### src/rtl/muldiv_unit_if.sv
// Issue/write-back bundle between the core and the RV32M multiply/divide unit.
interface muldiv_unit_if #(
    parameter int XLEN = 32
) ();
    logic            i_start;
    logic [2:0]      i_funct3;
    logic [XLEN-1:0] i_rs1_data;
    logic [XLEN-1:0] i_rs2_data;
    logic [4:0]      i_rd_addr;
    logic            i_flush;
    logic            o_busy;
    logic            o_done;
    logic [4:0]      o_rd_addr;
    logic [XLEN-1:0] o_rd_data;
    logic            o_rd_wren;

    modport master (
        output i_start, i_funct3, i_rs1_data, i_rs2_data, i_rd_addr, i_flush,
        input  o_busy, o_done, o_rd_addr, o_rd_data, o_rd_wren
    );

    modport slave (
        input  i_start, i_funct3, i_rs1_data, i_rs2_data, i_rd_addr, i_flush,
        output o_busy, o_done, o_rd_addr, o_rd_data, o_rd_wren
    );
endinterface

### src/rtl/muldiv_unit.sv
// Iterative RV32M multiply/divide unit (radix-2 shift-add / restoring divide).
// Define MULDIV_FAST_MUL_EN to resolve multiplies in one cycle with a 33x33 multiplier.
module muldiv_unit #(
    parameter int XLEN = 32
) (
    input  logic          i_clk,
    input  logic          i_rst_n,
    muldiv_unit_if.slave  bus
);
    typedef enum logic [1:0] {S_IDLE, S_CALC, S_DONE} state_e;

    state_e          state_q;
    logic [2:0]      op_q;
    logic [4:0]      rd_q;
    logic [4:0]      cnt_q;
    logic            neg_q;
    logic [XLEN-1:0] opnd_q;
    logic [XLEN-1:0] rd_data_q;
    logic [2*XLEN-1:0] acc_q;

    // Capture-side decode on the raw issue operands
    logic [2:0]      f;
    logic [XLEN-1:0] a, b, a_mag, b_mag, special_res;
    logic            sgn_a, sgn_b, neg_d, div_zero, div_ovf;

    always_comb begin
        f        = bus.i_funct3;
        a        = bus.i_rs1_data;
        b        = bus.i_rs2_data;
        sgn_a    = (f == 3'b001) || (f == 3'b010) || (f == 3'b100) || (f == 3'b110);
        sgn_b    = (f == 3'b001) || (f == 3'b100) || (f == 3'b110);
        a_mag    = (sgn_a && a[XLEN-1]) ? -a : a;
        b_mag    = (sgn_b && b[XLEN-1]) ? -b : b;
        // Remainders follow the dividend sign only; everything else is sign XOR.
        if (f[2] && f[1]) neg_d = sgn_a & a[XLEN-1];
        else              neg_d = (sgn_a & a[XLEN-1]) ^ (sgn_b & b[XLEN-1]);
        div_zero = f[2] && (b == '0);
        div_ovf  = ((f == 3'b100) || (f == 3'b110)) &&
                   (a == {1'b1, {(XLEN-1){1'b0}}}) && (b == '1);
        if (div_zero) special_res = f[1] ? a : '1;
        else          special_res = f[1] ? '0 : {1'b1, {(XLEN-1){1'b0}}};
    end

`ifdef MULDIV_FAST_MUL_EN
    logic signed [2*XLEN+1:0] fast_p;
    logic [XLEN-1:0]          fast_res;
    logic                     fast_unused;
    assign fast_p      = $signed({sgn_a & a[XLEN-1], a}) * $signed({sgn_b & b[XLEN-1], b});
    assign fast_res    = (f == 3'b000) ? fast_p[XLEN-1:0] : fast_p[2*XLEN-1:XLEN];
    assign fast_unused = ^fast_p[2*XLEN+1:2*XLEN];
`endif

    // One iteration step for either algorithm, plus the final sign-corrected result
    logic [XLEN:0]     mul_sum, div_pr, div_diff;
    logic              div_ge;
    logic [2*XLEN-1:0] acc_d, prod;
    logic [XLEN-1:0]   res_d, quot, rem;

    always_comb begin
        mul_sum  = {1'b0, acc_q[2*XLEN-1:XLEN]} + (acc_q[0] ? {1'b0, opnd_q} : '0);
        div_pr   = acc_q[2*XLEN-1:XLEN-1];
        div_ge   = div_pr >= {1'b0, opnd_q};
        div_diff = div_pr - {1'b0, opnd_q};
        if (op_q[2])
            acc_d = {(div_ge ? div_diff[XLEN-1:0] : div_pr[XLEN-1:0]), acc_q[XLEN-2:0], div_ge};
        else
            acc_d = {mul_sum, acc_q[XLEN-1:1]};
        prod = neg_q ? -acc_d : acc_d;
        quot = acc_d[XLEN-1:0];
        rem  = acc_d[2*XLEN-1:XLEN];
        case (op_q)
            3'b000:         res_d = prod[XLEN-1:0];
            3'b100, 3'b101: res_d = neg_q ? -quot : quot;
            3'b110, 3'b111: res_d = neg_q ? -rem : rem;
            default:        res_d = prod[2*XLEN-1:XLEN];
        endcase
    end

    always_ff @(posedge i_clk or negedge i_rst_n) begin
        if (!i_rst_n) begin
            state_q   <= S_IDLE;
            op_q      <= '0;
            rd_q      <= '0;
            cnt_q     <= '0;
            neg_q     <= 1'b0;
            opnd_q    <= '0;
            rd_data_q <= '0;
            acc_q     <= '0;
        end else begin
            case (state_q)
                S_IDLE: if (bus.i_start) begin
                    op_q  <= f;
                    rd_q  <= bus.i_rd_addr;
                    neg_q <= neg_d;
                    cnt_q <= '0;
                    if (div_zero || div_ovf) begin
                        rd_data_q <= special_res;
                        state_q   <= S_DONE;
                    end
`ifdef MULDIV_FAST_MUL_EN
                    else if (!f[2]) begin
                        rd_data_q <= fast_res;
                        state_q   <= S_DONE;
                    end
`endif
                    else begin
                        // Multiply: multiplier in acc low half; divide: dividend there.
                        opnd_q  <= f[2] ? b_mag : a_mag;
                        acc_q   <= {{XLEN{1'b0}}, (f[2] ? a_mag : b_mag)};
                        state_q <= S_CALC;
                    end
                end
                S_CALC: begin
                    if (bus.i_flush) begin
                        state_q <= S_IDLE;
                    end else begin
                        acc_q <= acc_d;
                        cnt_q <= cnt_q + 5'd1;
                        if (cnt_q == 5'd31) begin
                            rd_data_q <= res_d;
                            state_q   <= S_DONE;
                        end
                    end
                end
                default: state_q <= S_IDLE;
            endcase
        end
    end

    logic done;
    assign done          = (state_q == S_DONE) && !bus.i_flush;
    assign bus.o_busy    = (state_q != S_IDLE);
    assign bus.o_done    = done;
    assign bus.o_rd_addr = rd_q;
    assign bus.o_rd_data = rd_data_q;
    assign bus.o_rd_wren = done && (rd_q != 5'd0);
endmodule

### src/flat_wrapper.sv
// flat-port wrapper written by rule: the top's interface ports become plain ports
module muldiv_unit_flat 
#(
    parameter int XLEN = 32
)
  (i_clk, i_rst_n, bus_i_start, bus_i_funct3, bus_i_rs1_data, bus_i_rs2_data, bus_i_rd_addr, bus_i_flush, bus_o_busy, bus_o_done, bus_o_rd_addr, bus_o_rd_data, bus_o_rd_wren);
  muldiv_unit_if #(.XLEN(XLEN)) bus_i ();
  input  logic i_clk;
  input  logic i_rst_n;
  input wire logic [$bits(bus_i.i_start)-1:0] bus_i_start;
  input wire logic [$bits(bus_i.i_funct3)-1:0] bus_i_funct3;
  input wire logic [$bits(bus_i.i_rs1_data)-1:0] bus_i_rs1_data;
  input wire logic [$bits(bus_i.i_rs2_data)-1:0] bus_i_rs2_data;
  input wire logic [$bits(bus_i.i_rd_addr)-1:0] bus_i_rd_addr;
  input wire logic [$bits(bus_i.i_flush)-1:0] bus_i_flush;
  output wire logic [$bits(bus_i.o_busy)-1:0] bus_o_busy;
  output wire logic [$bits(bus_i.o_done)-1:0] bus_o_done;
  output wire logic [$bits(bus_i.o_rd_addr)-1:0] bus_o_rd_addr;
  output wire logic [$bits(bus_i.o_rd_data)-1:0] bus_o_rd_data;
  output wire logic [$bits(bus_i.o_rd_wren)-1:0] bus_o_rd_wren;
  assign bus_i.i_start = bus_i_start;
  assign bus_i.i_funct3 = bus_i_funct3;
  assign bus_i.i_rs1_data = bus_i_rs1_data;
  assign bus_i.i_rs2_data = bus_i_rs2_data;
  assign bus_i.i_rd_addr = bus_i_rd_addr;
  assign bus_i.i_flush = bus_i_flush;
  assign bus_o_busy = bus_i.o_busy;
  assign bus_o_done = bus_i.o_done;
  assign bus_o_rd_addr = bus_i.o_rd_addr;
  assign bus_o_rd_data = bus_i.o_rd_data;
  assign bus_o_rd_wren = bus_i.o_rd_wren;
  muldiv_unit #(.XLEN(XLEN)) u_core (.i_clk(i_clk), .i_rst_n(i_rst_n), .bus(bus_i));
endmodule
### config.mk
export PLATFORM = sky130hd
export DESIGN_NAME = muldiv_unit_flat
export DESIGN_NICKNAME = d
export VERILOG_FILES = /design/src/rtl/muldiv_unit_if.sv /design/src/rtl/muldiv_unit.sv /design/src/flat_wrapper.sv
export SDC_FILE = /design/constraint.sdc
export NUM_CORES = 1
export LEC_CHECK = 0
export CAP_MARGIN = 15
export CORE_ASPECT_RATIO = 1.5
export CORE_UTILIZATION = 40
export DETAILED_ROUTE_END_ITERATION = 16
export PLACE_DENSITY = 0.6
export SYNTH_ARGS = -nofsm -noshare
export SYNTH_HDL_FRONTEND = slang
export SYNTH_SLANG_ARGS = --single-unit
### constraint.sdc
create_clock -name i_clk -period 10 [get_ports i_clk]
set_clock_uncertainty 0.05 [all_clocks]
set_input_delay 2 -clock i_clk [delete_from_list [all_inputs] [get_ports i_clk]]
set_output_delay 2 -clock i_clk [all_outputs]
set_load 0.02 [all_outputs]
==> qor.csv <==
stage;metric;value;unit
worst_setup_path;CP peak stage delay;690;ps
layout;Area Overhead vs Synth;12.7;%
clock_network;Root Driver;clkbuf_16;
synth;Net Count, Synth;2324;
synth;synthesized area per cell;7.36;µm²
worst_setup_path;critical path class;input port to flip-flop;
synth;XOR/XNOR share of the synthesized area;0.0842;
layout;largest register by flop count;u_core.acc_q;
global_routing;met3 usage;0.0283;
layout;share of cells above drive strength 1;0.0617;
synth;top cells by count;nand2_1, o21ai_0, nor2_1;
layout;Reg area;3610;µm²
global_routing;GR peak layer;met2;
floorplan;die width;165;µm
route;drt drc;0;
worst_setup_path;maximum fanout along the worst path;37;
power_and_ir_drop;seq pwr;1.05;mW
synth;MUX share of area;0.0394;
worst_setup_path;Largest delay share family, worst path;simple AND/OR/NAND/NOR gates;
layout;non-filler cells, final;2719;
worst_setup_path;slowest CP cell;nor4_1;
worst_setup_path;Crit Reg-Reg Endpoint;u_core.bus.o_rd_data[20];
clock_network;Clock H-tree levels;4;
flow_run;tool warnings;27;
power_and_ir_drop;VDD IR max;0.163;mV
route;DR pass1 iterations;5;
placement;IO buf count;115;
synth;Syn Std Cell Area;16000;µm²
layout;logic share of the area;0.641;
synth;Basic Gates by Area;0.227;
final_timing;Max Slew Vio Count;0;
power_and_ir_drop;clk pwr;0.643;mW
placement;RePlAce Congestion;0.977;
global_routing;first-pass GRT wire length;94900;µm
power_and_ir_drop;design internal power;2.83;mW
worst_setup_path;crit path from;bus_i_rs1_data[4];
worst_setup_path;Setup crit end;u_core.bus.o_rd_data[30];
final_timing;final worst setup slack;3170;ps
global_routing;largest net degree at the start of global routing;81;
layout;Top cell excl fill/tap;nand2_1;
final_timing;Sum Neg Setup Slack;0;ps
clock_network;Resize count post-CTS;0;
power_and_ir_drop;Sw Share;0.563;
floorplan;die area;40900;µm²
synth;Dominant comb cell;AND-OR/OR-AND gates;
final_timing;Final period util;0.683;
final_timing;Slew headroom;0.291;
outcome;status;finished clean;
synth;yosys adder share;0.0580;
route;via-per-instance ratio;6.20;
global_routing;gr ovfl total;0;
min_path;Hold/Removal Path Class;flip-flop to flip-flop;
clock_network;CTS tree;yes;
worst_setup_path;Critical Path Sink Type;flip-flop;
clock_network;Reg clk slew, reported paths;70;ps
synth;# Cells Yosys;2175;
worst_setup_path;Setup crit start kind;input port;
synth;Synth area leader;dfrtp_1;
floorplan;Die Height;247;µm
global_routing;met2 usage;0.530;
worst_setup_path;most used cell, CP;nor4_1;
layout;Data buffer area share;0.0752;
layout;Seq area share;0.200;
worst_setup_path;WP data arrival;7080;ps
route;wl on met1;24300;µm
placement;worst slack at placement;2810;ps
floorplan;initial core utilization;0.406;
power_and_ir_drop;Clk pwr share;0.099;
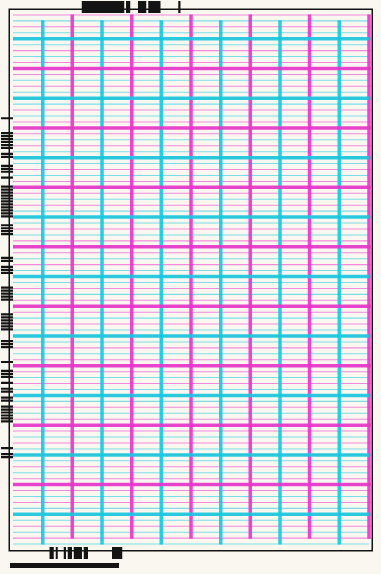
(power grid)
Scale bar: 50 µm. Pins as bars on the die edge.
color	net
magenta	VDD
cyan	VSS
met1 rails	90
met5 straps	17

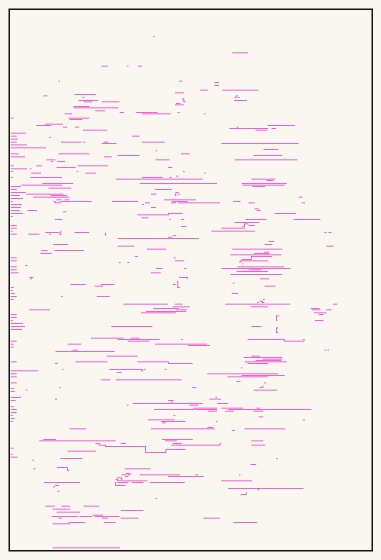
(the metal 3 layer)
main direction	horizontal
nets with wire on the layer	272

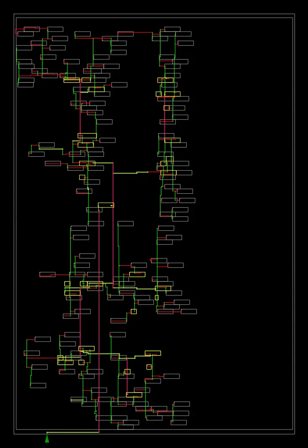
(clock nets)
flop count: 144
# clk buffers: 18
CTS Sinks: 144
TritonCTS Buffers: 17
Latency at later pin: 450 ps

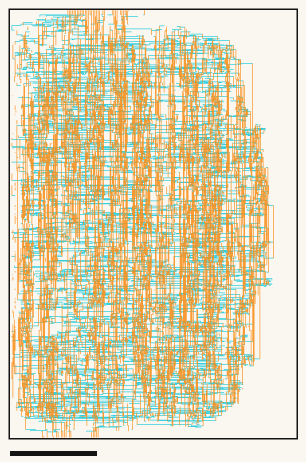
(wiring by layer)
Scale bar: 50 µm. Two of the layers only.
color	layer	wire length
orange	M2	30.5 mm
cyan	M1	24.3 mm
WL/cell: 22.6 µm
Routed WL: 61600 µm
total global-route track usage: 0.308
DR vias: 16800

Power is estimated from default activity; no workload was simulated.
